==> src/rtl/matmul_pkg.sv <==
// Shared types and constants for the matrix multiply tile scheduler and the
// MAC-array controller it feeds.
package matmul_pkg;

    localparam int MATMUL_TILE = 8;

    typedef logic [14:0] feature_bram_addr_t;
    typedef logic [16:0] weight_bram_addr_t;
    typedef logic [14:0] output_bram_addr_t;

    // One full multiplication job as written by the host/DMA job register.
    typedef struct packed {
        feature_bram_addr_t a_base;
        weight_bram_addr_t  b_base;
        output_bram_addr_t  c_base;
        feature_bram_addr_t a_line;
        weight_bram_addr_t  b_line;
        output_bram_addr_t  c_line;
        logic [7:0]         m_tiles;
        logic [7:0]         n_tiles;
        logic [11:0]        k;
    } matmul_job_t;

    // Descriptor for one 8x8 output tile; valid doubles as the handshake valid.
    typedef struct packed {
        logic               valid;
        feature_bram_addr_t input_a_addr_begin;
        weight_bram_addr_t  input_b_addr_begin;
        output_bram_addr_t  output_c_addr_begin;
        feature_bram_addr_t input_a_line_size;
        weight_bram_addr_t  input_b_line_size;
        output_bram_addr_t  output_c_line_size;
        logic [11:0]        matrix_n;
    } matrix_mul_ctrl_t;

    // A job with any zero dimension produces no tiles at all.
    function automatic logic job_is_empty(input matmul_job_t j);
        return (j.m_tiles == 8'd0) || (j.n_tiles == 8'd0) || (j.k == 12'd0);
    endfunction

endpackage

==> src/rtl/matmul_tile_addr_gen.sv <==
// Tile walker: keeps the (i, j) tile position and the A/B/C start-address
// accumulators. Addresses advance by additions only; j is the inner loop.
module matmul_tile_addr_gen
    import matmul_pkg::*;
#(
    parameter int TILE        = MATMUL_TILE,
    parameter int MAX_TILES_W = 8
) (
    input  logic                   clk,
    input  logic                   rst,
    input  logic                   load_i,
    input  logic                   step_i,
    input  feature_bram_addr_t     a_base_i,
    input  weight_bram_addr_t      b_base_i,
    input  output_bram_addr_t      c_base_i,
    input  output_bram_addr_t      c_line_i,
    input  logic [MAX_TILES_W-1:0] m_tiles_i,
    input  logic [MAX_TILES_W-1:0] n_tiles_i,
    output feature_bram_addr_t     a_addr_o,
    output weight_bram_addr_t      b_addr_o,
    output output_bram_addr_t      c_addr_o,
    output logic                   last_o
);

    localparam int TILE_SHIFT = $clog2(TILE);
    localparam logic [MAX_TILES_W-1:0] TILE_ONE = 1;

    logic [MAX_TILES_W-1:0] i_q, i_d;
    logic [MAX_TILES_W-1:0] j_q, j_d;
    logic [MAX_TILES_W-1:0] m_tiles_q, m_tiles_d;
    logic [MAX_TILES_W-1:0] n_tiles_q, n_tiles_d;
    feature_bram_addr_t     a_q, a_d;
    weight_bram_addr_t      b_q, b_d;
    weight_bram_addr_t      b_base_q, b_base_d;
    output_bram_addr_t      c_row_q, c_row_d;
    output_bram_addr_t      c_q, c_d;
    output_bram_addr_t      c_line_q, c_line_d;
    output_bram_addr_t      c_step;
    logic                   row_end;

    assign c_step  = c_line_q << TILE_SHIFT;
    assign row_end = (j_q == (n_tiles_q - TILE_ONE));

    // Next tile position and addresses: reload on a new job, advance on a transfer.
    always_comb begin
        i_d       = i_q;
        j_d       = j_q;
        m_tiles_d = m_tiles_q;
        n_tiles_d = n_tiles_q;
        a_d       = a_q;
        b_d       = b_q;
        b_base_d  = b_base_q;
        c_row_d   = c_row_q;
        c_d       = c_q;
        c_line_d  = c_line_q;
        if (load_i) begin
            i_d       = '0;
            j_d       = '0;
            m_tiles_d = m_tiles_i;
            n_tiles_d = n_tiles_i;
            a_d       = a_base_i;
            b_d       = b_base_i;
            b_base_d  = b_base_i;
            c_row_d   = c_base_i;
            c_d       = c_base_i;
            c_line_d  = c_line_i;
        end else if (step_i) begin
            if (row_end) begin
                j_d     = '0;
                i_d     = i_q + TILE_ONE;
                a_d     = a_q + feature_bram_addr_t'(1);
                b_d     = b_base_q;
                c_row_d = c_row_q + c_step;
                c_d     = c_row_q + c_step;
            end else begin
                j_d = j_q + TILE_ONE;
                b_d = b_q + weight_bram_addr_t'(1);
                c_d = c_q + output_bram_addr_t'(1);
            end
        end
    end

    // Walker state register.
    always_ff @(posedge clk) begin
        if (rst) begin
            i_q       <= '0;
            j_q       <= '0;
            m_tiles_q <= '0;
            n_tiles_q <= '0;
            a_q       <= '0;
            b_q       <= '0;
            b_base_q  <= '0;
            c_row_q   <= '0;
            c_q       <= '0;
            c_line_q  <= '0;
        end else begin
            i_q       <= i_d;
            j_q       <= j_d;
            m_tiles_q <= m_tiles_d;
            n_tiles_q <= n_tiles_d;
            a_q       <= a_d;
            b_q       <= b_d;
            b_base_q  <= b_base_d;
            c_row_q   <= c_row_d;
            c_q       <= c_d;
            c_line_q  <= c_line_d;
        end
    end

    assign a_addr_o = a_q;
    assign b_addr_o = b_q;
    assign c_addr_o = c_q;
    assign last_o   = row_end && (i_q == (m_tiles_q - TILE_ONE));

endmodule

==> src/rtl/matmul_tile_scheduler.sv <==
// Turns one matrix multiplication job into a stream of 8x8 output-tile
// descriptors, then waits for the controller's output writes to finish
// before signalling completion.
module matmul_tile_scheduler
    import matmul_pkg::*;
#(
    parameter int TILE        = MATMUL_TILE,
    parameter int MAX_TILES_W = 8,
    parameter int WE_CNT_W    = 20
) (
    input  logic             clk,
    input  logic             rst,
    input  logic             job_valid,
    output logic             job_ready,
    input  matmul_job_t      job,
    output matrix_mul_ctrl_t desc,
    input  logic             desc_ready,
    input  logic             output_we,
    output logic             busy,
    output logic             done
);

    localparam int TILE_SHIFT = $clog2(TILE);
    localparam int PROD_W     = 2 * MAX_TILES_W;
    localparam int CNT_W      = $clog2(MAX_TILES_W + 1);

    typedef enum logic [1:0] {
        ST_IDLE  = 2'd0,
        ST_ISSUE = 2'd1,
        ST_DRAIN = 2'd2
    } state_t;

    state_t state_q, state_d;
    logic   done_q, done_d;

    feature_bram_addr_t a_line_q, a_line_d;
    weight_bram_addr_t  b_line_q, b_line_d;
    output_bram_addr_t  c_line_q, c_line_d;
    logic [11:0]        k_q, k_d;

    logic [PROD_W-1:0]      mul_acc_q, mul_acc_d;
    logic [PROD_W-1:0]      mul_mcand_q, mul_mcand_d;
    logic [MAX_TILES_W-1:0] mul_mplier_q, mul_mplier_d;
    logic [CNT_W-1:0]       mul_cnt_q, mul_cnt_d;
    logic                   mul_done;

    logic [WE_CNT_W-1:0] we_cnt_q, we_cnt_d;
    logic [WE_CNT_W-1:0] target;
    logic                we_match;

    logic               accept;
    logic               empty_job;
    logic               step;
    logic               last_tile;
    feature_bram_addr_t a_addr;
    weight_bram_addr_t  b_addr;
    output_bram_addr_t  c_addr;

    assign empty_job = job_is_empty(job);
    assign accept    = (state_q == ST_IDLE) && job_valid;
    assign step      = (state_q == ST_ISSUE) && desc_ready;
    assign mul_done  = (mul_cnt_q == '0);
    assign target    = WE_CNT_W'(mul_acc_q) << TILE_SHIFT;
    assign we_match  = mul_done && (we_cnt_d == target);

    matmul_tile_addr_gen #(
        .TILE        (TILE),
        .MAX_TILES_W (MAX_TILES_W)
    ) u_addr_gen (
        .clk       (clk),
        .rst       (rst),
        .load_i    (accept),
        .step_i    (step),
        .a_base_i  (job.a_base),
        .b_base_i  (job.b_base),
        .c_base_i  (job.c_base),
        .c_line_i  (job.c_line),
        .m_tiles_i (MAX_TILES_W'(job.m_tiles)),
        .n_tiles_i (MAX_TILES_W'(job.n_tiles)),
        .a_addr_o  (a_addr),
        .b_addr_o  (b_addr),
        .c_addr_o  (c_addr),
        .last_o    (last_tile)
    );

    // Tile-count product m*n by shift-and-add, one multiplier bit per cycle.
    always_comb begin
        mul_acc_d    = mul_acc_q;
        mul_mcand_d  = mul_mcand_q;
        mul_mplier_d = mul_mplier_q;
        mul_cnt_d    = mul_cnt_q;
        if (accept) begin
            mul_acc_d    = '0;
            mul_mcand_d  = PROD_W'(job.m_tiles);
            mul_mplier_d = empty_job ? '0 : MAX_TILES_W'(job.n_tiles);
            mul_cnt_d    = empty_job ? '0 : CNT_W'(MAX_TILES_W);
        end else if (!mul_done) begin
            if (mul_mplier_q[0]) begin
                mul_acc_d = mul_acc_q + mul_mcand_q;
            end
            mul_mcand_d  = mul_mcand_q << 1;
            mul_mplier_d = mul_mplier_q >> 1;
            mul_cnt_d    = mul_cnt_q - CNT_W'(1);
        end
    end

    // Output-write counter: cleared per job, counts only while a job is active.
    always_comb begin
        we_cnt_d = we_cnt_q;
        if (accept) begin
            we_cnt_d = '0;
        end else if ((state_q != ST_IDLE) && output_we) begin
            we_cnt_d = we_cnt_q + WE_CNT_W'(1);
        end
    end

    // Job fields the descriptor needs beyond the walker's addresses.
    always_comb begin
        a_line_d = a_line_q;
        b_line_d = b_line_q;
        c_line_d = c_line_q;
        k_d      = k_q;
        if (accept) begin
            a_line_d = job.a_line;
            b_line_d = job.b_line;
            c_line_d = job.c_line;
            k_d      = job.k;
        end
    end

    // Scheduler FSM: accept, issue tiles in order, then wait for the last write.
    always_comb begin
        state_d   = state_q;
        done_d    = 1'b0;
        job_ready = 1'b0;
        case (state_q)
            ST_IDLE: begin
                job_ready = 1'b1;
                if (job_valid) begin
                    state_d = empty_job ? ST_DRAIN : ST_ISSUE;
                end
            end
            ST_ISSUE: begin
                if (desc_ready && last_tile) begin
                    if (we_match) begin
                        state_d = ST_IDLE;
                        done_d  = 1'b1;
                    end else begin
                        state_d = ST_DRAIN;
                    end
                end
            end
            ST_DRAIN: begin
                if (we_match) begin
                    state_d = ST_IDLE;
                    done_d  = 1'b1;
                end
            end
            default: begin
                state_d = ST_IDLE;
            end
        endcase
    end

    // Descriptor is driven only while issuing; it reads as all-zero otherwise.
    always_comb begin
        desc = '0;
        if (state_q == ST_ISSUE) begin
            desc.valid               = 1'b1;
            desc.input_a_addr_begin  = a_addr;
            desc.input_b_addr_begin  = b_addr;
            desc.output_c_addr_begin = c_addr;
            desc.input_a_line_size   = a_line_q;
            desc.input_b_line_size   = b_line_q;
            desc.output_c_line_size  = c_line_q;
            desc.matrix_n            = k_q;
        end
    end

    // State, counters and latched job fields; reset aborts any job in flight.
    always_ff @(posedge clk) begin
        if (rst) begin
            state_q      <= ST_IDLE;
            done_q       <= 1'b0;
            a_line_q     <= '0;
            b_line_q     <= '0;
            c_line_q     <= '0;
            k_q          <= '0;
            mul_acc_q    <= '0;
            mul_mcand_q  <= '0;
            mul_mplier_q <= '0;
            mul_cnt_q    <= '0;
            we_cnt_q     <= '0;
        end else begin
            state_q      <= state_d;
            done_q       <= done_d;
            a_line_q     <= a_line_d;
            b_line_q     <= b_line_d;
            c_line_q     <= c_line_d;
            k_q          <= k_d;
            mul_acc_q    <= mul_acc_d;
            mul_mcand_q  <= mul_mcand_d;
            mul_mplier_q <= mul_mplier_d;
            mul_cnt_q    <= mul_cnt_d;
            we_cnt_q     <= we_cnt_d;
        end
    end

    assign busy = (state_q != ST_IDLE);
    assign done = done_q;

endmodule

==> config.mk <==
export PLATFORM = sky130hd
export DESIGN_NAME = matmul_tile_scheduler
export DESIGN_NICKNAME = d
export VERILOG_FILES = /design/src/rtl/matmul_pkg.sv /design/src/rtl/matmul_tile_addr_gen.sv /design/src/rtl/matmul_tile_scheduler.sv
export SDC_FILE = /design/constraint.sdc
export NUM_CORES = 1
export LEC_CHECK = 0
export CAP_MARGIN = 40
export CORE_MARGIN = 4
export CORE_UTILIZATION = 58
export DETAILED_ROUTE_END_ITERATION = 10
export GPL_ROUTABILITY_DRIVEN = 0
export HOLD_SLACK_MARGIN = 0.12
export MAX_ROUTING_LAYER = met4
export PLACE_DENSITY = 0.9
export SLEW_MARGIN = 20
export SYNTH_ARGS = -nofsm -noshare
export SYNTH_HDL_FRONTEND = slang
export SYNTH_HIERARCHICAL = 1
export SYNTH_SLANG_ARGS = --single-unit
==> constraint.sdc <==
create_clock -name clk -period 6.9 [get_ports clk]
set_clock_uncertainty 0.2 [all_clocks]
set_input_delay 0.69 -clock clk [delete_from_list [all_inputs] [get_ports clk]]
set_output_delay 0.69 -clock clk [all_outputs]
set_load 0.05 [all_outputs]
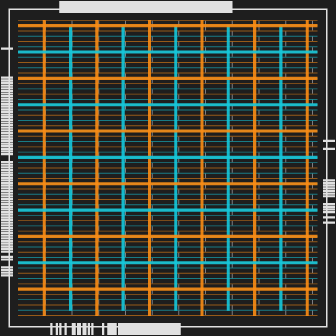
*PDN straps and rails*
Pins as bars on the die edge. Tap cells in gray.
net	color
VSS	orange
VDD	cyan
rows	56
tap cells	319
met4 straps	11

==> Slide: Implementation Results <==
Key Metrics from the Run

Global route
  • Largest net degree at the start of global routing: 104
  • GRT met2 Usage: 49.8%
  • Total GRT Usage: 30.1%
  • Antenna violations before repair: 0
  • GR Overflow Total: 0

Setup path
  • FF-to-FF End: state_q[1]
  • FF-to-FF setup slack: 2.85 ns
  • Cell chain of the critical path: inv_1 -> ha_1 -> nand2_2 -> buf_4 -> buf_16 -> inv_6 -> buf_16 -> a221o_1 -> a21oi_1 -> nand4_1 -> a2111oi_4 -> nand4_1 -> and4b_1 -> and4b_1 -> nor3b_2
  • Critical Path RT: 7.12 ns
  • Family with the most delay on the worst path: buffers and inverters
  • Worst r2r src: state_q[1]
  • Crit. Startpoint: state_q[1]
  • Crit Path Class: reg -> reg

Clock network
  • CTS resizes: 0
  • CTS Buf Count: 27
  • CTS H-tree depth: 1
  • TritonCTS clock tree: built
  • Clock slew at reported path FFs: 0.06 ns
  • CTS sink count: 249

Route
  • Final wirelength: 41,400 um
  • Highest routed metal layer: met4
  • Met2 wire length: 20,000 um
  • Via count: 13.8k
  • DR pass1 iterations: 6
  • Antenna viol nets, final: 0
  • Drc violations: 0

Final layout
  • Share of layout cells above drive strength 1: 5.35%
  • Largest reg by FF count: we_cnt_q
  • Mi-comb count: 1,325
  • Antenna Diode Count: 1
  • Leading cell kind: logic gates
  • Max reg flops: 20
  • Gate Area: 0.00838 sq mm
  • Comb area share: 48.0%
  • Non-clk buf share: 15.0%
  • Finished Layout Cells: 2,244

Pwr
  • Clock group: 0.00149 W
  • Pint: 0.00355 W
  • Power Density: 342 mW/mm^2
  • Comb pwr: 0.00249 W
  • Leakage: 6.74 nW
  • Reg power frac: 33.2%
  • Comb power frac: 41.8%
  • NetSw: 0.00242 W

Min path
  • Hold Startpoint: c_line_q[12]

Synth
  • Yosys stat cell total: 1,728
  • Ys flops: 249
  • Post-synth EDFFs: 0
  • Distinct lib cells: 92
  • Max-area cell share: 35.7%
  • Synth top cell by count: dfxtp_1
  • Synth Area in Compound Gates: 18.0%
  • Largest area contributor in the netlist: dfxtp_1

Floorplan
  • Well tap count: 319
  • Die W: 163 um

Timing
  • Final hold slack: 0.250 ns
  • Worst slew pin tran: 0.845 ns
  • RSZ-0062 raised after global routing: no
  • Slew HR: 43.5%
  • Final Max Tran Viols: 0

Run status
  • Outcome: completed
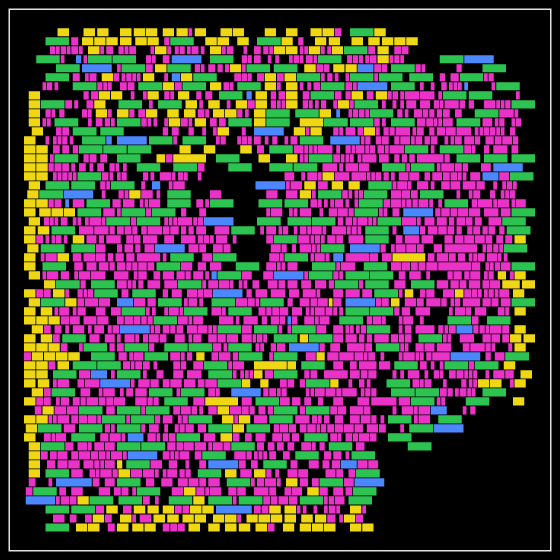
*Cells colored by class*
class	color	cells	share of their area
combinational and other logic	magenta	1,369	50%
remaining buffers and delay cells	yellow	257	15%
clock drivers and dummy loads	blue	49	5.4%
sequential cells	green	249	29%

No activity file was given, so power comes from the tool's default toggle rates.
